Clock distribution:
Scale: 1.5 px per um.
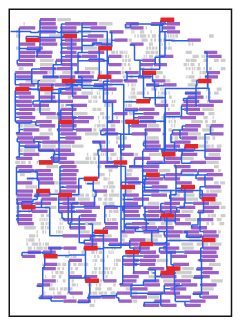
Placed standard cells:
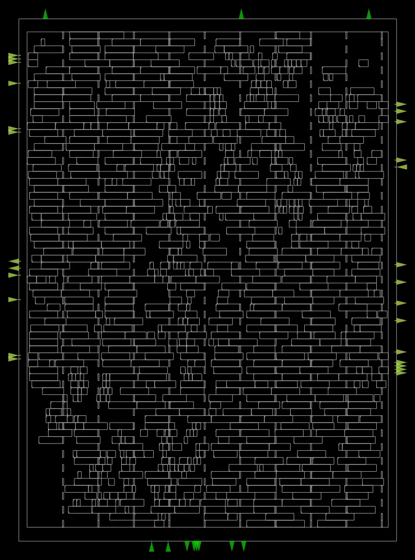
Register map, names as in the netlist:
Scale: 1.5 px per um. Other sequential cells in the stronger grey, the rest of the logic in the fainter grey.
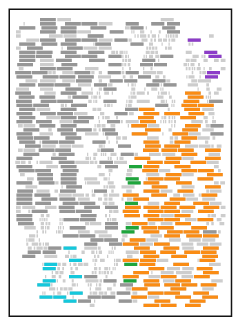
Placement by cell class:
Scale: 1.5 px per um.
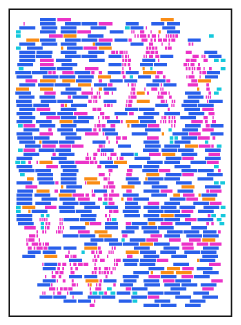
===== config.mk =====
export PLATFORM = sky130hd
export DESIGN_NAME = uart_fifo_trx_flat
export DESIGN_NICKNAME = d
export VERILOG_FILES = /design/src/rtl/uart_fifo_trx_if.sv /design/src/rtl/uart_fifo_trx.sv /design/src/flat_wrapper.sv
export SDC_FILE = /design/constraint.sdc
export NUM_CORES = 1
export LEC_CHECK = 0
export CAP_MARGIN = 10
export CELL_PAD_IN_SITES_DETAIL_PLACEMENT = 0
export CELL_PAD_IN_SITES_GLOBAL_PLACEMENT = 2
export CORE_ASPECT_RATIO = 1.4
export CORE_MARGIN = 3
export CORE_UTILIZATION = 51
export DETAILED_ROUTE_END_ITERATION = 6
export PLACE_DENSITY_LB_ADDON = 0.1
export SETUP_SLACK_MARGIN = 0.4
export SKIP_CTS_REPAIR_TIMING = 1
export SLEW_MARGIN = 0
export SYNTH_ARGS = -nofsm -noshare
export SYNTH_HDL_FRONTEND = slang
export SYNTH_SLANG_ARGS = --single-unit

===== constraint.sdc =====
create_clock -name clk -period 5.7 [get_ports clk]
set_clock_uncertainty 0.05 [all_clocks]
set_input_delay 0.57 -clock clk [delete_from_list [all_inputs] [get_ports clk]]
set_output_delay 0.57 -clock clk [all_outputs]
set_load 0.005 [all_outputs]

===== src/rtl/uart_fifo_trx_if.sv =====
// Valid/ready bundle between user logic and the UART transceiver FIFOs.
// The master side pushes TX bytes and pops RX bytes.
interface uart_fifo_trx_if #(
  parameter int DATA_BITS = 8
);
  logic [DATA_BITS-1:0] tx_data_i;
  logic                 tx_valid_i;
  logic                 tx_ready_o;
  logic [DATA_BITS-1:0] rx_data_o;
  logic                 rx_valid_o;
  logic                 rx_ready_i;

  modport master (output tx_data_i, tx_valid_i, rx_ready_i,
                  input  tx_ready_o, rx_data_o, rx_valid_o);
  modport slave  (input  tx_data_i, tx_valid_i, rx_ready_i,
                  output tx_ready_o, rx_data_o, rx_valid_o);
endinterface


===== src/rtl/uart_fifo_trx.sv =====
// Parametrised UART transceiver with first-word-fall-through TX and RX FIFOs.
// Per-frame parity, framing and overflow errors are reported as 1-cycle pulses.
module uart_fifo_trx #(
  parameter int CLK_FREQ   = 10000000,
  parameter int BAUD       = 9600,
  parameter int DATA_BITS  = 8,
  parameter int PARITY     = 0,
  parameter int STOP_BITS  = 1,
  parameter int FIFO_DEPTH = 16
) (
  input  logic                        clk,
  input  logic                        rst_n,
  input  logic                        uart_rx_i,
  output logic                        uart_tx_o,
  uart_fifo_trx_if.slave              bus,
  output logic                        rx_parity_err_o,
  output logic                        rx_frame_err_o,
  output logic                        rx_overflow_o,
  output logic [$clog2(FIFO_DEPTH):0] tx_level_o,
  output logic [$clog2(FIFO_DEPTH):0] rx_level_o
);
  localparam int CLKS_PER_BIT = CLK_FREQ / BAUD;
  localparam int AW = $clog2(FIFO_DEPTH);
  localparam int LW = AW + 1;
  localparam int CW = $clog2(STOP_BITS * CLKS_PER_BIT + 1);
  localparam int IW = $clog2(DATA_BITS + 1);
  localparam logic [CW-1:0] BIT_END  = CW'(CLKS_PER_BIT - 1);
  localparam logic [CW-1:0] HALF_END = CW'(CLKS_PER_BIT / 2 - 1);
  localparam logic [CW-1:0] STOP_END = CW'(STOP_BITS * CLKS_PER_BIT - 1);
  localparam logic [IW-1:0] LAST_IDX = IW'(DATA_BITS - 1);
  localparam logic [LW-1:0] FULL_LVL = LW'(FIFO_DEPTH);

  typedef enum logic [2:0] {S_IDLE, S_START, S_DATA, S_PARITY, S_STOP} state_t;

  logic [DATA_BITS-1:0] r_txMem [FIFO_DEPTH];
  logic [AW-1:0]        r_txWr, r_txRd;
  logic [LW-1:0]        r_txCount;
  logic                 w_txFull, w_txPush, w_txPop;
  logic [DATA_BITS-1:0] w_txHead;

  assign w_txFull       = (r_txCount == FULL_LVL);
  assign bus.tx_ready_o = !w_txFull;
  assign w_txPush       = bus.tx_valid_i & !w_txFull;
  assign w_txHead       = r_txMem[r_txRd];
  assign tx_level_o     = r_txCount;

  always_ff @(posedge clk) begin
    if (w_txPush) r_txMem[r_txWr] <= bus.tx_data_i;
  end

  always_ff @(posedge clk or posedge rst_n) begin
    if (rst_n) begin
      r_txWr    <= '0;
      r_txRd    <= '0;
      r_txCount <= '0;
    end else begin
      if (w_txPush) r_txWr <= r_txWr + AW'(1);
      if (w_txPop)  r_txRd <= r_txRd + AW'(1);
      if (w_txPush && !w_txPop)      r_txCount <= r_txCount + LW'(1);
      else if (!w_txPush && w_txPop) r_txCount <= r_txCount - LW'(1);
    end
  end

  state_t               r_txState, w_txNext;
  logic [CW-1:0]        r_txCnt;
  logic [IW-1:0]        r_txIdx;
  logic [DATA_BITS-1:0] r_txShift;
  logic                 r_txPar, r_txLine, r_txAvail;
  logic                 w_txTick, w_txLineNext;

  // The line is registered from the next state, so it changes on the same edge as the FSM.
  always_comb begin
    w_txNext     = r_txState;
    w_txPop      = 1'b0;
    w_txLineNext = 1'b1;
    w_txTick     = (r_txState == S_STOP) ? (r_txCnt == STOP_END) : (r_txCnt == BIT_END);
    case (r_txState)
      S_IDLE:   if (r_txAvail) begin w_txPop = 1'b1; w_txNext = S_START; end
      S_START:  if (w_txTick) w_txNext = S_DATA;
      S_DATA:   if (w_txTick && r_txIdx == LAST_IDX) w_txNext = (PARITY != 0) ? S_PARITY : S_STOP;
      S_PARITY: if (w_txTick) w_txNext = S_STOP;
      S_STOP: begin
        if (w_txTick) begin
          if (r_txAvail) begin w_txPop = 1'b1; w_txNext = S_START; end
          else w_txNext = S_IDLE;
        end
      end
      default:  w_txNext = S_IDLE;
    endcase
    case (w_txNext)
      S_START:  w_txLineNext = 1'b0;
      S_DATA:   w_txLineNext = (r_txState == S_DATA && w_txTick) ? r_txShift[1] : r_txShift[0];
      S_PARITY: w_txLineNext = r_txPar;
      default:  w_txLineNext = 1'b1;
    endcase
  end

  // r_txAvail is a one-edge-late view of occupancy, fixing launch latency at two edges.
  always_ff @(posedge clk or posedge rst_n) begin
    if (rst_n) begin
      r_txState <= S_IDLE;
      r_txCnt   <= '0;
      r_txIdx   <= '0;
      r_txShift <= '0;
      r_txPar   <= 1'b0;
      r_txLine  <= 1'b1;
      r_txAvail <= 1'b0;
    end else begin
      r_txState <= w_txNext;
      r_txLine  <= w_txLineNext;
      r_txAvail <= (r_txCount != '0) && !w_txPop;
      r_txCnt   <= (r_txState == S_IDLE || w_txTick) ? '0 : r_txCnt + CW'(1);
      if (w_txPop) begin
        r_txShift <= w_txHead;
        r_txIdx   <= '0;
        r_txPar   <= (PARITY == 2) ? ~^w_txHead : ^w_txHead;
      end else if (r_txState == S_DATA && w_txTick) begin
        r_txShift <= r_txShift >> 1;
        r_txIdx   <= r_txIdx + IW'(1);
      end
    end
  end

  assign uart_tx_o = r_txLine;

  logic [DATA_BITS-1:0] r_rxMem [FIFO_DEPTH];
  logic [AW-1:0]        r_rxWr, r_rxRd;
  logic [LW-1:0]        r_rxCount;
  logic                 w_rxValid, w_rxFull, w_rxPush, w_rxPop;

  assign w_rxValid      = (r_rxCount != '0);
  assign w_rxFull       = (r_rxCount == FULL_LVL);
  assign w_rxPop        = bus.rx_ready_i & w_rxValid;
  assign bus.rx_valid_o = w_rxValid;
  assign bus.rx_data_o  = w_rxValid ? r_rxMem[r_rxRd] : '0;
  assign rx_level_o     = r_rxCount;

  logic [1:0]           r_rxSync;
  logic                 r_rxPrev, w_rxLine;
  state_t               r_rxState, w_rxNext;
  logic [CW-1:0]        r_rxCnt;
  logic [IW-1:0]        r_rxIdx;
  logic [DATA_BITS-1:0] r_rxShift;
  logic                 r_rxParBit, r_rxParErr, r_rxFrameErr, r_rxOvf;
  logic                 w_rxTick, w_rxDone, w_rxParBad, w_rxFrameBad, w_rxGood;

  assign w_rxLine = r_rxSync[1];

  always_ff @(posedge clk) begin
    if (w_rxPush) r_rxMem[r_rxWr] <= r_rxShift;
  end

  // Start is armed only by a 1->0 edge, so a line held low after a framing error stays ignored.
  always_comb begin
    w_rxNext = r_rxState;
    w_rxDone = 1'b0;
    w_rxTick = (r_rxState == S_START) ? (r_rxCnt == HALF_END) : (r_rxCnt == BIT_END);
    case (r_rxState)
      S_IDLE:   if (r_rxPrev && !w_rxLine) w_rxNext = S_START;
      S_START:  if (w_rxTick) w_rxNext = w_rxLine ? S_IDLE : S_DATA;
      S_DATA:   if (w_rxTick && r_rxIdx == LAST_IDX) w_rxNext = (PARITY != 0) ? S_PARITY : S_STOP;
      S_PARITY: if (w_rxTick) w_rxNext = S_STOP;
      S_STOP:   if (w_rxTick) begin w_rxDone = 1'b1; w_rxNext = S_IDLE; end
      default:  w_rxNext = S_IDLE;
    endcase
    w_rxParBad   = (PARITY != 0) && (r_rxParBit != ((PARITY == 2) ? ~^r_rxShift : ^r_rxShift));
    w_rxFrameBad = !w_rxLine;
    w_rxGood     = w_rxDone && !w_rxParBad && !w_rxFrameBad;
    w_rxPush     = w_rxGood && (!w_rxFull || w_rxPop);
  end

  always_ff @(posedge clk or posedge rst_n) begin
    if (rst_n) begin
      r_rxSync     <= 2'b11;
      r_rxPrev     <= 1'b1;
      r_rxState    <= S_IDLE;
      r_rxCnt      <= '0;
      r_rxIdx      <= '0;
      r_rxShift    <= '0;
      r_rxParBit   <= 1'b0;
      r_rxParErr   <= 1'b0;
      r_rxFrameErr <= 1'b0;
      r_rxOvf      <= 1'b0;
      r_rxWr       <= '0;
      r_rxRd       <= '0;
      r_rxCount    <= '0;
    end else begin
      r_rxSync     <= {r_rxSync[0], uart_rx_i};
      r_rxPrev     <= w_rxLine;
      r_rxState    <= w_rxNext;
      r_rxCnt      <= (r_rxState == S_IDLE || w_rxTick) ? '0 : r_rxCnt + CW'(1);
      if (r_rxState == S_START) r_rxIdx <= '0;
      if (r_rxState == S_DATA && w_rxTick) begin
        r_rxShift <= {w_rxLine, r_rxShift[DATA_BITS-1:1]};
        r_rxIdx   <= r_rxIdx + IW'(1);
      end
      if (r_rxState == S_PARITY && w_rxTick) r_rxParBit <= w_rxLine;
      r_rxParErr   <= w_rxDone && w_rxParBad;
      r_rxFrameErr <= w_rxDone && w_rxFrameBad;
      r_rxOvf      <= w_rxGood && w_rxFull && !w_rxPop;
      if (w_rxPush) r_rxWr <= r_rxWr + AW'(1);
      if (w_rxPop)  r_rxRd <= r_rxRd + AW'(1);
      if (w_rxPush && !w_rxPop)      r_rxCount <= r_rxCount + LW'(1);
      else if (!w_rxPush && w_rxPop) r_rxCount <= r_rxCount - LW'(1);
    end
  end

  assign rx_parity_err_o = r_rxParErr;
  assign rx_frame_err_o  = r_rxFrameErr;
  assign rx_overflow_o   = r_rxOvf;
endmodule


===== src/flat_wrapper.sv =====
// flat-port wrapper written by rule: the top's interface ports become plain ports
module uart_fifo_trx_flat 
#(
  parameter int CLK_FREQ   = 10000000,
  parameter int BAUD       = 9600,
  parameter int DATA_BITS  = 8,
  parameter int PARITY     = 0,
  parameter int STOP_BITS  = 1,
  parameter int FIFO_DEPTH = 16
)
  (clk, rst_n, uart_rx_i, uart_tx_o, rx_parity_err_o, rx_frame_err_o, rx_overflow_o, tx_level_o, rx_level_o, bus_tx_data_i, bus_tx_valid_i, bus_rx_ready_i, bus_tx_ready_o, bus_rx_data_o, bus_rx_valid_o);
  uart_fifo_trx_if #(.DATA_BITS(DATA_BITS)) bus_i ();
  input  logic clk;
  input  logic rst_n;
  input  logic uart_rx_i;
  output logic uart_tx_o;
  output logic rx_parity_err_o;
  output logic rx_frame_err_o;
  output logic rx_overflow_o;
  output logic [$clog2(FIFO_DEPTH):0] tx_level_o;
  output logic [$clog2(FIFO_DEPTH):0] rx_level_o;
  input wire logic [$bits(bus_i.tx_data_i)-1:0] bus_tx_data_i;
  input wire logic [$bits(bus_i.tx_valid_i)-1:0] bus_tx_valid_i;
  input wire logic [$bits(bus_i.rx_ready_i)-1:0] bus_rx_ready_i;
  output wire logic [$bits(bus_i.tx_ready_o)-1:0] bus_tx_ready_o;
  output wire logic [$bits(bus_i.rx_data_o)-1:0] bus_rx_data_o;
  output wire logic [$bits(bus_i.rx_valid_o)-1:0] bus_rx_valid_o;
  assign bus_i.tx_data_i = bus_tx_data_i;
  assign bus_i.tx_valid_i = bus_tx_valid_i;
  assign bus_i.rx_ready_i = bus_rx_ready_i;
  assign bus_tx_ready_o = bus_i.tx_ready_o;
  assign bus_rx_data_o = bus_i.rx_data_o;
  assign bus_rx_valid_o = bus_i.rx_valid_o;
  uart_fifo_trx #(.CLK_FREQ(CLK_FREQ), .BAUD(BAUD), .DATA_BITS(DATA_BITS), .PARITY(PARITY), .STOP_BITS(STOP_BITS), .FIFO_DEPTH(FIFO_DEPTH)) u_core (.clk(clk), .rst_n(rst_n), .uart_rx_i(uart_rx_i), .uart_tx_o(uart_tx_o), .bus(bus_i), .rx_parity_err_o(rx_parity_err_o), .rx_frame_err_o(rx_frame_err_o), .rx_overflow_o(rx_overflow_o), .tx_level_o(tx_level_o), .rx_level_o(rx_level_o));
endmodule

==> GITHUB_STEP_SUMMARY <==
### Metrics collected by this job

| Metric | Value |
|---|---|
| Drt first pass iters | `4` |
| WP depth | `5` |
| Routed WL per cell | `21.0 um` |
| Maximum fanout along the worst path | `28` |
| Mapped cell area | `14200 um2` |
| Register area | `between 9000 and 10000 um2` |
| Flop+latch power | `a little under 0.003 W` |
| Status | `finished, final reports clean` |
| Yosys simple share | `about 6.6%` |
| Top cell category | `flip-flops and latches` |
| Buffers on Ports | `35` |
| P_int | `0.00435 W` |
| Critical path endpoint category | `output pin` |
| PwrDens | `between 300 and 400 nW/um2` |
| VDD IR max | `0.000376 V` |
| Most frequently placed logic cells in the final layout | `edfxtp_1, dfrtp_1, nor2_1, mux4_2, nand2_1` |
| Critical Path Most Common Cell | `mux4_2` |
| Vias in the first global route | `about 7600` |
| Max-Cap Viols | `0` |
| Top Layer Used | `met4` |
| Comb area leader | `multiplexers` |
| Clock Path Buffers | `3` |
Notes on 'clock distribution' above:
[purple] flip-flops | count: 342
[red] cells driving clock nets | count: 35
[blue] clock wires | length: 3830 um
flops lie: all over the die
routed clock nets: 36

Notes on 'placed standard cells' above:
Core ar.: 27200 um2
row count: 71
flop count: 342
Finished Core Util: 58.8%

Notes on 'register map, names as in the netlist' above:
| colour | netlist name | placed flops |
|---|---|---|
| orange | u_core.r_rxMem | 128 |
| green | u_core.r_rxShift | 8 |
| cyan | u_core.r_rxCnt | 11 |
| purple | u_core.rx_level_o | 5 |
not coloured: 190

Notes on 'placement by cell class' above:
| colour | class | cells |
|---|---|---|
| cyan | other buffers and delay cells | 49 |
| orange | clock drivers and dummy loads | 63 |
| blue | flip-flops | 342 |
| magenta | all other logic | 450 |
area of all placed cells without fillers: 16000 um2
flop share of the area: 61.6%

Power figures rest on the tool's default switching activity, not on a simulated workload.
